[src/rtl/imem_loader_pkg.sv]
// Shared types and constants for the boot-time instruction-memory loader.
package imem_loader_pkg;

  localparam int HDR_BYTES  = 2;
  localparam int WORD_BYTES = 4;
  localparam int LANE_W     = $clog2(WORD_BYTES);

  typedef enum logic [2:0] {
    HDR0,
    HDR1,
    DATA,
    CSUM,
    FLUSH,
    DONE,
    ERROR
  } state_t;

  // True when the requested word count does not fit in a 2**addr_w word imem.
  function automatic logic over_capacity(input logic [31:0] count, input int unsigned addr_w);
    return count > (32'd1 << addr_w);
  endfunction

endpackage

[src/rtl/imem_loader_if.sv]
// Byte-stream input and imem write port of the loader; master is the host/imem side, slave the loader.
interface imem_loader_if #(
  parameter int ADDR_W = 8
);

  logic [7:0]        in_data;
  logic              in_valid;
  logic              in_ready;
  logic              imem_we;
  logic [ADDR_W-1:0] imem_addr;
  logic [31:0]       imem_wdata;

  modport master (
    output in_data,
    output in_valid,
    input  in_ready,
    input  imem_we,
    input  imem_addr,
    input  imem_wdata
  );

  modport slave (
    input  in_data,
    input  in_valid,
    output in_ready,
    output imem_we,
    output imem_addr,
    output imem_wdata
  );

endinterface

[src/rtl/imem_loader_word_assembler.sv]
// Packs accepted bytes LSB-first into 32-bit words; word holds its value between completions.
module word_assembler
  import imem_loader_pkg::*;
(
  input  logic        clk,
  input  logic        reset,
  input  logic [7:0]  byte_in,
  input  logic        byte_en,
  output logic        last_lane,
  output logic [31:0] word,
  output logic        word_valid
);

  logic [LANE_W-1:0] lane;
  logic [23:0]       sr;

  assign last_lane = (lane == LANE_W'(WORD_BYTES - 1));

  always_ff @(posedge clk) begin
    if (reset) begin
      lane       <= '0;
      sr         <= '0;
      word       <= '0;
      word_valid <= 1'b0;
    end else begin
      word_valid <= 1'b0;
      if (byte_en) begin
        if (last_lane) begin
          word       <= {byte_in, sr};
          word_valid <= 1'b1;
          lane       <= '0;
        end else begin
          sr   <= {byte_in, sr[23:8]};
          lane <= lane + LANE_W'(1);
        end
      end
    end
  end

endmodule

[src/rtl/imem_loader.sv]
// Boot loader: header + LE words from a byte stream into imem, CPU held in reset until done.
// Optional trailing checksum byte enabled by defining IMEM_LOADER_CHECKSUM_EN.
module imem_loader
  import imem_loader_pkg::*;
#(
  parameter int ADDR_W = 8,
  parameter int CNT_W  = 16
) (
  input  logic          clk,
  input  logic          reset,
  imem_loader_if.slave  bus,
  output logic          cpu_reset,
  output logic          done,
  output logic          error
);

  state_t           state;
  logic [CNT_W-1:0] count;
  logic [CNT_W-1:0] word_idx;
  logic [CNT_W-1:0] hdr_count;
  logic             flush_wait;
  logic             accept;
  logic             wa_last;
  logic             wa_valid;
  logic [31:0]      wa_word;

  assign accept    = bus.in_valid && bus.in_ready;
  assign hdr_count = CNT_W'({bus.in_data, count[7:0]});

`ifdef IMEM_LOADER_CHECKSUM_EN
  logic [7:0] csum;
  logic [7:0] csum_total;
  assign csum_total = csum + bus.in_data;
`endif

  word_assembler u_wa (
    .clk        (clk),
    .reset      (reset),
    .byte_in    (bus.in_data),
    .byte_en    (accept && (state == DATA)),
    .last_lane  (wa_last),
    .word       (wa_word),
    .word_valid (wa_valid)
  );

  assign bus.imem_we    = wa_valid;
  assign bus.imem_wdata = wa_word;

  always_ff @(posedge clk) begin
    if (reset) begin
      state         <= HDR0;
      bus.in_ready  <= 1'b0;
      bus.imem_addr <= '0;
      count         <= '0;
      word_idx      <= '0;
      flush_wait    <= 1'b0;
      cpu_reset     <= 1'b1;
      done          <= 1'b0;
      error         <= 1'b0;
`ifdef IMEM_LOADER_CHECKSUM_EN
      csum          <= '0;
`endif
    end else begin
`ifdef IMEM_LOADER_CHECKSUM_EN
      if (accept) csum <= csum_total;
`endif
      case (state)
        HDR0: begin
          bus.in_ready <= 1'b1;
          if (accept) begin
            count[7:0] <= bus.in_data;
            state      <= HDR1;
          end
        end
        HDR1: begin
          if (accept) begin
            count <= hdr_count;
            if (hdr_count == '0) begin
              state        <= FLUSH;
              bus.in_ready <= 1'b0;
            end else if (over_capacity(32'(hdr_count), ADDR_W)) begin
              state        <= ERROR;
              bus.in_ready <= 1'b0;
              error        <= 1'b1;
            end else begin
              state <= DATA;
            end
          end
        end
        DATA: begin
          if (accept && wa_last) begin
            bus.imem_addr <= word_idx[ADDR_W-1:0];
            word_idx      <= word_idx + CNT_W'(1);
            if (word_idx == count - CNT_W'(1)) begin
`ifdef IMEM_LOADER_CHECKSUM_EN
              state <= CSUM;
`else
              state        <= FLUSH;
              bus.in_ready <= 1'b0;
`endif
            end
          end
        end
`ifdef IMEM_LOADER_CHECKSUM_EN
        CSUM: begin
          if (accept) begin
            bus.in_ready <= 1'b0;
            if (csum_total == 8'h00) begin
              state <= FLUSH;
            end else begin
              state <= ERROR;
              error <= 1'b1;
            end
          end
        end
`endif
        // FLUSH spans two cycles so release always lands two edges after the final byte,
        // the first of which may still carry the last write strobe.
        FLUSH: begin
          if (!flush_wait) begin
            flush_wait <= 1'b1;
          end else begin
            state     <= DONE;
            cpu_reset <= 1'b0;
            done      <= 1'b1;
          end
        end
        default: ;
      endcase
    end
  end

endmodule

[src/flat_wrapper.sv]
// flat-port wrapper written by rule: the top's interface ports become plain ports
module imem_loader_flat import imem_loader_pkg::*;
#(
  parameter int ADDR_W = 8,
  parameter int CNT_W  = 16
)
  (clk, reset, cpu_reset, done, error, bus_in_data, bus_in_valid, bus_in_ready, bus_imem_we, bus_imem_addr, bus_imem_wdata);
  imem_loader_if #(.ADDR_W(ADDR_W)) bus_i ();
  input  logic clk;
  input  logic reset;
  output logic cpu_reset;
  output logic done;
  output logic error;
  input wire logic [$bits(bus_i.in_data)-1:0] bus_in_data;
  input wire logic [$bits(bus_i.in_valid)-1:0] bus_in_valid;
  output wire logic [$bits(bus_i.in_ready)-1:0] bus_in_ready;
  output wire logic [$bits(bus_i.imem_we)-1:0] bus_imem_we;
  output wire logic [$bits(bus_i.imem_addr)-1:0] bus_imem_addr;
  output wire logic [$bits(bus_i.imem_wdata)-1:0] bus_imem_wdata;
  assign bus_i.in_data = bus_in_data;
  assign bus_i.in_valid = bus_in_valid;
  assign bus_in_ready = bus_i.in_ready;
  assign bus_imem_we = bus_i.imem_we;
  assign bus_imem_addr = bus_i.imem_addr;
  assign bus_imem_wdata = bus_i.imem_wdata;
  imem_loader #(.ADDR_W(ADDR_W), .CNT_W(CNT_W)) u_core (.clk(clk), .reset(reset), .bus(bus_i), .cpu_reset(cpu_reset), .done(done), .error(error));
endmodule
[config.mk]
export PLATFORM = sky130hd
export DESIGN_NAME = imem_loader_flat
export DESIGN_NICKNAME = d
export VERILOG_FILES = /design/src/rtl/imem_loader_pkg.sv /design/src/rtl/imem_loader_if.sv /design/src/rtl/imem_loader_word_assembler.sv /design/src/rtl/imem_loader.sv /design/src/flat_wrapper.sv
export SDC_FILE = /design/constraint.sdc
export NUM_CORES = 1
export LEC_CHECK = 0
export ABC_AREA = 1
export CORE_ASPECT_RATIO = 1.25
export CORE_MARGIN = 5
export CORE_UTILIZATION = 40
export DETAILED_ROUTE_END_ITERATION = 12
export MAX_ROUTING_LAYER = met4
export SYNTH_ARGS = -nofsm -noshare
export SYNTH_HDL_FRONTEND = slang
export SYNTH_SLANG_ARGS = --single-unit
[constraint.sdc]
create_clock -name clk -period 3.45 [get_ports clk]
set_input_delay 0.69 -clock clk [delete_from_list [all_inputs] [get_ports clk]]
set_output_delay 0.69 -clock clk [all_outputs]
set_load 0.03 [all_outputs]
==> CHANGELOG.md <==
### Implementation results

* Pwr Total at 3.412 mW
* RSZ-0062 raised after global routing: no
* Nets@finish at 720
* Combinational Gates at 457
* DR DRC count at 0
* Clock Tree Buf Depth at 2
* Status: finished clean
* Layout Skew at 6.693 ps
* Vias after detailed routing at 4283
* # diodes at 0
* Hold WS at 445.9 ps
* Overall fraction of global-route tracks in use at 17.86%
* Seq. pwr at 1.36 mW
* Setup TNS at 0 ps
* Final WS setup at 1037 ps
* Log Warnings at 26
* MUX share of area at 0%
* Main power group: sequential cells
* Reg with most FFs: u_core.u_wa.word
* Clock buf/inv share at 5.666%
* CTS Buf Count at 9
* WL final at 11850 um
* CP max FO at 6
* Critical Path Start: bus_in_valid
* Metal1 wirelength at 5116 um
* Routability Congestion at 0.8605
* Placed Cells at 856
* Reg2Reg Launch Point: u_core.u_wa.lane[1]
* Post-Place Setup Slack at 663.0 ps
* Final setup vio count at 0
* Mapped Cells at 663
* Area leader share at 44.92%
* Number of vias per cell at 4.912
* Hold-fix buffers at CTS at 0
* Maxcap violations at 0
* DR iter-0 viols at 170
* Metal3 WL at 347 um
* Most frequent cells in the layout: nand2_1, dfxtp_1, nor2_1
* GRT busiest layer: met2
* Reg area at 2142 um^2
* FF-to-FF setup slack at 1170 ps
* Reg clk slew, reported paths at 70 ps
* Worst slew pin tran at 795.3 ps
* Final Hold Fails at 0
* PwrDens at 589.7 nW/um^2
* RR Endpoint: u_core.word_idx[12]
* Met3 usage at 3.822%
* Regs by FF count: u_core.u_wa.word x32, u_core.u_wa.sr x24
* Yosys top cell by instances: nand2_1
* Initial Utilization at 40.86%
* EDFF count, synth at 0
* Largest cell class: logic gates
* Biggest area cells: dfxtp_1, nand2_1, nor2_1
* Filler instances at 1206
* Final Core Density at 49.57%
* Switch Pwr at 1.129 mW
* Clock Buffer Count at 11
* Clk latency late pin at 350 ps
* Wire length on met2 at 6172 um
* Pin count of the biggest net entering global routing at 58
* Slowest CP cell: clkdlybuf4s50_1
* Post-Syn Nets at 677
* Basic Gates by Area at 27.84%
* Hold Path End: u_core.cpu_reset
* Largest register FFs at 32
* Clock Power at 1.13 mW
* CP top delay family: simple AND/OR/NAND/NOR gates
* Met2 Use GR at 30.77%
* Layout cells sized above 1 at 7.876%
* Number of non-clock inverters in the layout at 67
* Clk sink count at 107
* Yosys top cell by area: dfxtp_1
* GR Util met1 at 20.42%
* Switch share at 33.10%
* Combinational fraction of design power at 27.1%
* Worst hold path type: reg -> reg
* Share of power burned in registers at 39.9%
Fig. 1: cell sizes after repair
(4 px per um)
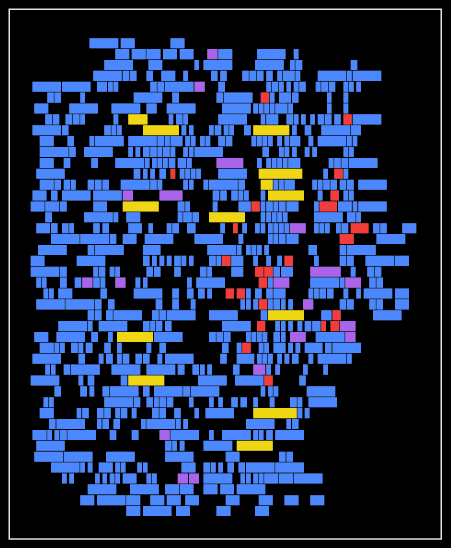
colour	size	cells	share
red	x2	24	3.4%
purple	x3 and x4	19	2.7%
blue	x1 and smaller	655	92%
yellow	x6 and larger	13	1.8%
Non-CTS buffers: 64
Post-Layout Inst Area: 5786 um^2
Layout area overhead: 21.33%

Fig. 2: cell placement
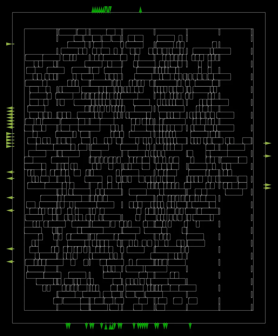
flop share of the area: 37.02%
final sequential cell count: 107

Fig. 3: selected gate families
(4 px per um)
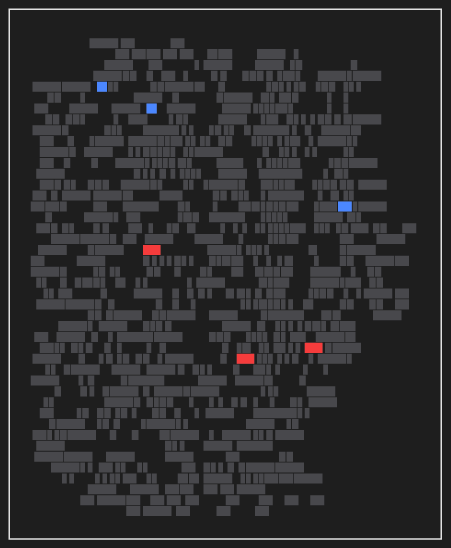
colour	family	cells
red	fa/ha/maj cells	3
blue	non-inverting ao/oa cells	3
fin cells: 872
combinational share of cell area: 38.80%
most used logic cell in the final layout: nand2_1

Fig. 4: wires at chosen ports, followed through buffers
(2 px per um)
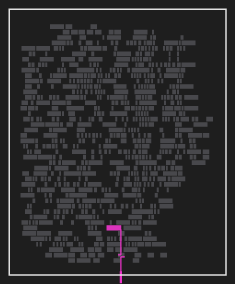
colour	port	bits	direction	end cells	buffers	wire
magenta	`bus_imem_we`	1	output	1	1	24.1 um
Ports: 56
IO Port Bufs: 55

Fig. 5: pin placement
(4 px per um) Pins as bars across the die edge, other pins in grey.
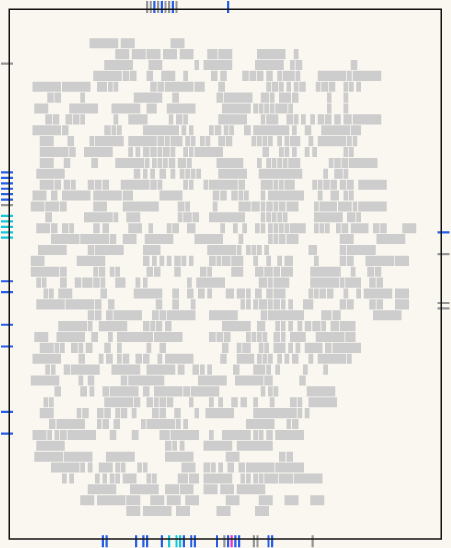
colour	port	pins	direction	edge
magenta	`bus_imem_we`	1	output	bottom
cyan	`bus_in_data`	8	input	5 left, 3 bottom
blue	`bus_imem_wdata`	32	output	15 bottom, 12 left, 4 top, 1 right
all pins by edge	23 bottom, 19 left, 10 top, 4 right
die width: 107.7 um
die span in y: 132.1 um

Power figures rest on the tool's default switching activity, not on a simulated workload.
